clock_wires.png
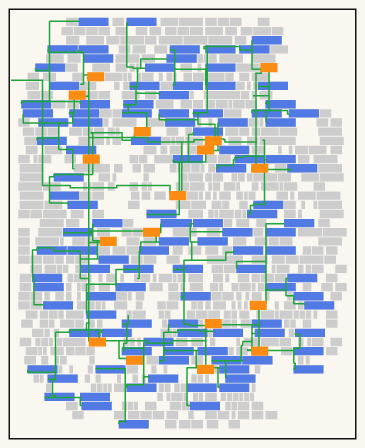
pinout.png
Pins as bars across the die edge, other pins in gray.
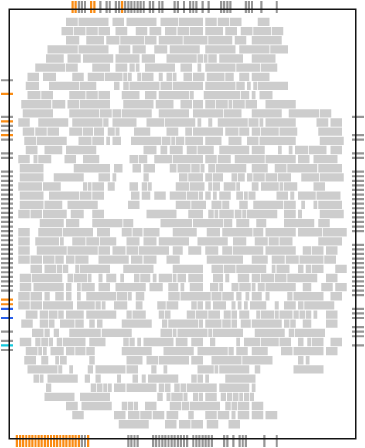
layers.png
Only two layers are drawn.
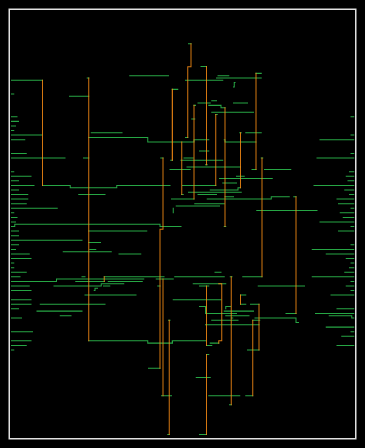
`src/rtl/mem_access_unit.sv`:
```
// Load/store unit between a CPU byte-addressed port and a word-wide RAM.
// Sub-word stores use read-modify-write; misaligned or illegal requests fault without touching RAM.
module mem_access_unit #(
  parameter int DATA_WIDTH = 32,
  parameter int ADDR_WIDTH = 8
) (
  input  logic                  clk,
  input  logic                  reset,
  input  logic                  mem_read,
  input  logic                  mem_write,
  input  logic [1:0]            size,
  input  logic                  sign_ext,
  input  logic [31:0]           addr,
  input  logic [DATA_WIDTH-1:0] wdata,
  output logic [DATA_WIDTH-1:0] rdata,
  output logic                  stall,
  output logic                  done,
  output logic                  fault,
  output logic [ADDR_WIDTH-1:0] ram_addr,
  output logic [DATA_WIDTH-1:0] ram_wdata,
  output logic                  ram_we,
  input  logic [DATA_WIDTH-1:0] ram_q
);

  // state   | meaning
  // IDLE    | waiting for a request
  // READ    | capture the addressed lane of ram_q into rdata
  // RMW_RD  | capture the whole word for a sub-word store merge
  // WRITE   | one-cycle RAM write
  // DONE    | done pulse, fault pulse if the request was rejected
  typedef enum logic [2:0] {S_IDLE, S_READ, S_RMW_RD, S_WRITE, S_DONE} state_t;

  state_t                  state_q, state_d;
  logic [ADDR_WIDTH+1:0]   addr_q, addr_d;
  logic [DATA_WIDTH-1:0]   wdata_q, wdata_d;
  logic [1:0]              size_q, size_d;
  logic                    sign_q, sign_d;
  logic                    write_q, write_d;
  logic                    fault_q, fault_d;
  logic [DATA_WIDTH-1:0]   merge_q, merge_d;
  logic [DATA_WIDTH-1:0]   rdata_q, rdata_d;

  logic                    req;
  logic                    req_fault;
  logic [7:0]              byte_lane;
  logic [15:0]             half_lane;
  logic [DATA_WIDTH-1:0]   load_val;
  logic [DATA_WIDTH-1:0]   merged;
  logic                    unused_addr_bits;

  // RAM only decodes ADDR_WIDTH word-address bits; higher CPU address bits wrap.
  assign unused_addr_bits = ^addr[31:ADDR_WIDTH+2];

  assign req = mem_read | mem_write;

  always_comb begin
    req_fault = 1'b0;
    case (size)
      2'b01:   req_fault = addr[0];
      2'b10:   req_fault = (addr[1:0] != 2'b00);
      2'b11:   req_fault = 1'b1;
      default: req_fault = 1'b0;
    endcase
  end

  always_ff @(posedge clk or posedge reset) begin
    if (reset) begin
      state_q <= S_IDLE;
      addr_q  <= '0;
      wdata_q <= '0;
      size_q  <= '0;
      sign_q  <= 1'b0;
      write_q <= 1'b0;
      fault_q <= 1'b0;
      merge_q <= '0;
      rdata_q <= '0;
    end else begin
      state_q <= state_d;
      addr_q  <= addr_d;
      wdata_q <= wdata_d;
      size_q  <= size_d;
      sign_q  <= sign_d;
      write_q <= write_d;
      fault_q <= fault_d;
      merge_q <= merge_d;
      rdata_q <= rdata_d;
    end
  end

  always_comb begin
    state_d = state_q;
    case (state_q)
      S_IDLE: begin
        if (req) begin
          if (req_fault)            state_d = S_DONE;
          else if (mem_write)       state_d = (size == 2'b10) ? S_WRITE : S_RMW_RD;
          else                      state_d = S_READ;
        end
      end
      S_READ:   state_d = S_DONE;
      S_RMW_RD: state_d = S_WRITE;
      S_WRITE:  state_d = S_DONE;
      S_DONE:   state_d = S_IDLE;
      default:  state_d = S_IDLE;
    endcase
  end

  assign byte_lane = ram_q[{addr_q[1:0], 3'b000} +: 8];
  assign half_lane = ram_q[{addr_q[1], 4'b0000} +: 16];

  always_comb begin
    case (size_q)
      2'b00:   load_val = {{(DATA_WIDTH-8){sign_q & byte_lane[7]}}, byte_lane};
      2'b01:   load_val = {{(DATA_WIDTH-16){sign_q & half_lane[15]}}, half_lane};
      default: load_val = ram_q;
    endcase
  end

  always_comb begin
    merged = merge_q;
    if (size_q == 2'b00) merged[{addr_q[1:0], 3'b000} +: 8] = wdata_q[7:0];
    else                 merged[{addr_q[1], 4'b0000} +: 16] = wdata_q[15:0];
  end

  always_comb begin
    addr_d  = addr_q;
    wdata_d = wdata_q;
    size_d  = size_q;
    sign_d  = sign_q;
    write_d = write_q;
    fault_d = fault_q;
    merge_d = merge_q;
    rdata_d = rdata_q;
    if (state_q == S_IDLE && req) begin
      addr_d  = addr[ADDR_WIDTH+1:0];
      wdata_d = wdata;
      size_d  = size;
      sign_d  = sign_ext;
      write_d = mem_write;
      fault_d = req_fault;
    end
    if (state_q == S_RMW_RD) merge_d = ram_q;
    if (state_q == S_READ)   rdata_d = load_val;
  end

  always_comb begin
    stall  = ((state_q == S_IDLE) && req) || (state_q == S_READ) ||
             (state_q == S_RMW_RD) || (state_q == S_WRITE);
    done   = (state_q == S_DONE);
    fault  = (state_q == S_DONE) && fault_q;
    ram_we = (state_q == S_WRITE);
  end

  assign rdata     = rdata_q;
  assign ram_addr  = addr_q[ADDR_WIDTH+1:2];
  assign ram_wdata = (size_q == 2'b10) ? wdata_q : merged;

endmodule
```
`config.mk`:
```
export PLATFORM = sky130hd
export DESIGN_NAME = mem_access_unit
export DESIGN_NICKNAME = d
export VERILOG_FILES = /design/src/rtl/mem_access_unit.sv
export SDC_FILE = /design/constraint.sdc
export NUM_CORES = 1
export LEC_CHECK = 0
export CAP_MARGIN = 20
export CORE_ASPECT_RATIO = 1.25
export CORE_MARGIN = 2
export CORE_UTILIZATION = 49
export CTS_BUF_LIST = sky130_fd_sc_hd__clkbuf_8
export DETAILED_ROUTE_END_ITERATION = 6
export PLACE_DENSITY = 0.94
export REMOVE_ABC_BUFFERS = 1
export SKIP_CTS_REPAIR_TIMING = 1
export SLEW_MARGIN = 20
export SYNTH_ARGS = -nofsm -noshare
export SYNTH_HDL_FRONTEND = slang
export SYNTH_SLANG_ARGS = --single-unit
```
`constraint.sdc`:
```
create_clock -name clk -period 4.9 [get_ports clk]
set_input_delay 1.225 -clock clk [delete_from_list [all_inputs] [get_ports clk]]
set_output_delay 1.225 -clock clk [all_outputs]
set_load 0.05 [all_outputs]
```
==> impl_metrics.json <==
{
  "final_util_pct": 69.3,
  "ys_cells": 540,
  "gp_congestion": 0.873,
  "die_area_um2": 13100,
  "relSlewSlack_pct": 45.2,
  "hpwl_um": 12500,
  "drt_iter0_drc": 395,
  "top_cells_by_area": "dfrtp_1 47%, mux2_2 11%, mux2_4 7.1%",
  "fmax_mhz": 216,
  "boundaryPins": 179,
  "grt_pass1_wl_um": 26800,
  "critical_path_class": "flip-flop to output pin",
  "regArea_um2": 2830,
  "maxSlewViolCount": 0,
  "place_inst": 821,
  "ys_seq_share_pct": 47.4,
  "layout.area.comb_um2": 2830,
  "flop_cell": "dfrtp_1",
  "fin_hold_ws_ns": 0.495,
  "firstDrtPassIters": 5,
  "cpPeakStageDelay_ns": 0.58,
  "arrival_ns": 3.40,
  "yosys_warnings": 0,
  "worst_pin_slew_ns": 0.822,
  "drv_cap": 0,
  "fp_util_pct": 49.7,
  "n_fill_cell": 860,
  "outcome": "complete, no violations",
  "edf_count": 0,
  "cts_tree": "built",
  "overflow": 0,
  "crit_chain": "clkinvlp_4 -> ha_1 -> nor4bb_1 -> and2_1 -> a221oi_1 -> a211oi_1 -> buf_12",
  "grt_pass1_vias": 5142,
  "ys_sh_simple_pct": 13.1,
  "yosys-stat-area_um2": 5960,
  "rsz0062_at_grt": "no",
  "warning_count": 51,
  "synth.top_cell.area_share_pct": 47.4,
  "ys.flops": 113,
  "synth_area_um2": 5960,
  "hold_class": "flip-flop to flip-flop",
  "vias_per_cell": 5.91,
  "drc": 0,
  "n_antenna_cell": 0,
  "syn_avg_cell_area_um2": 11.0,
  "synthArstFlopShare_pct": 100,
  "rows": 45,
  "finalSetupViolations": 0,
  "final_cell_mix": "124 x clkdlybuf4s50_1, 111 x dfrtp_1, 58 x nand2_1, 57 x mux2_2, 35 x nand3_1",
  "mux_share_pct": 20.5,
  "postRouteAntennaNets": 0,
  "synth_cell_types": 52,
  "cp_data_required_time_ns": 3.67,
  "numCtsBuffers": 17,
  "lay_top_count": "clkdlybuf4s50_1",
  "end_kind": "output pin",
  "ys_sh_aoi_pct": 12.6,
  "core_area_um2": 12000,
  "cp-start-kind": "flip-flop",
  "cts_sinks": 113,
  "fin_crit_sh_pct": 94.4,
  "hold_violations": 0,
  "clk_pin_slew_ns": 0.07,
  "layoutNonFillerInstCount": 853,
  "nets": 784,
  "clockBufferDepth": 2,
  "drive_above_1_share_pct": 24.4,
  "areaGrowthSynthToFinish_pct": 39.4,
  "grt_start_max_net_pins": 57,
  "cts_root_buf": "clkbuf_8",
  "grt_antenna_before_repair": 0,
  "finalCriticalPeriod_ns": 4.63,
  "slowest_stage": "dfrtp_2",
  "h-tree-depth": 4,
  "synthCells": 540,
  "ys_sh_xor_pct": 0,
  "largest_area_cell": "dfrtp_1",
  "adder_share_pct": 1.05,
  "crit_fanout": 12,
  "topCombFamilyByArea": "multiplexers"
}
About clock_wires.png:
[clock wires] green | length: 1460 µm
[flip-flops] blue | count: 113
[clock-net drivers] orange | count: 17
routed clock nets: 18
Late-Pin Clk Latency: 0.44 ns
Layout Skew: 0.00759 ns

About pinout.png:
[mem_read] cyan | pins: 1 | direction: input | edge: west
[addr] orange | pins: 32 | direction: input | edge: 22 south, 5 west, 5 north
[size] blue | pins: 2 | direction: input | edge: west
all pins by edge: 55 south, 45 west, 41 north, 38 east
Die Ht: 127 µm
Die X-Extent: 103 µm
PortBufs: 156

About layers.png:
[M4] orange | wire length: 675 µm
[M3] green | wire length: 1210 µm
per-cell routed wire length: 20.4 µm
total track usage: 27.1%
DRT Wirelength: 17400 µm
vias: 5044

[path summary, 6_finish.rpt]
| check | start | end | slack [ns] | depth (start not counted) |
|---|---|---|---|---|
| hold / removal | rdata[5]$_DFFE_PP0P_ | rdata[5]$_DFFE_PP0P_ | 0.50 | 2 |
| min in group asynchronous | reset | rdata[19]$_DFFE_PP0P_ | 1.25 | 2 |
| setup / recovery | addr_q[1]$_DFFE_PP0P_ | ram_wdata[21] | 0.27 | 7 |
| setup reg to reg | addr_q[1]$_DFFE_PP0P_ | rdata[17]$_DFFE_PP0P_ | 2.49 | 5 |
| hold reg to reg | rdata[5]$_DFFE_PP0P_ | rdata[5]$_DFFE_PP0P_ | 0.50 | 2 |
| max in group asynchronous | reset | merge_q[23]$_DFFE_PP0P_ | 2.74 | 3 |
[layout make-up]
cell class | count | share of cell area [%]
sequential | 113 | 34.1
multi-input combinational | 365 | 34.0
timing repair buffer | 165 | 23.5
clock buffer | 20 | 3.31
tap | 164 | 2.47
clock inverter | 12 | 1.97
inverter | 14 | 0.708
[sequential cells by signal, indices dropped and copies added, names as in the netlist]
signal and flops:
merge_q 32, rdata 32, wdata_q 32, addr_q 10
state_q 3, size_q 2, fault_q 1, sign_q 1
[worst max-delay path, delay by kind of cell, from the launching register on]
family          cells  cell delay (ns)
fa+ha+maj           1             0.42
simple gates        2             0.87
buf+inv             2             0.51
compound gates      2             0.57
flops               1             0.58
[through the flow]
step	setup TNS, ns	area, µm²	worst slack, ns
after global placement	0	7870	0.641
final	0	8310	0.274
after detailed placement	0	7870	0.501
after global routing	0	8310	0.0977
after CTS	0	8300	0.0117
after floorplan	-1.68	5700	-0.280
[layer usage]
metal	vias to the layer above	part of all wire, %	track usage, %
met1	2493	39	34.3
met2	264	50	44.4
met3	59	6.9	5.58
met4	0	3.9	12.5
li1	2228	-	-
met5	-	0	0
[synth_stat cells, types with 6 or more instances]
| cell | number |
|---|---|
| nand2_1 | 58 |
| clkbuf_1 | 17 |
| a222oi_1 | 16 |
| buf_2 | 13 |
| a22o_1 | 8 |
| a221oi_1 | 7 |
| nor2b_1 | 8 |
| nand3b_1 | 9 |
| mux2_4 | 28 |
| o21ai_0 | 20 |
| nor2_1 | 21 |
| a211oi_1 | 8 |
| o2bb2ai_1 | 6 |
| dfrtp_1 | 113 |
| inv_1 | 13 |
| mux2i_1 | 16 |
| a21oi_1 | 19 |
| nand3_1 | 35 |
| buf_4 | 8 |
| mux2_2 | 57 |
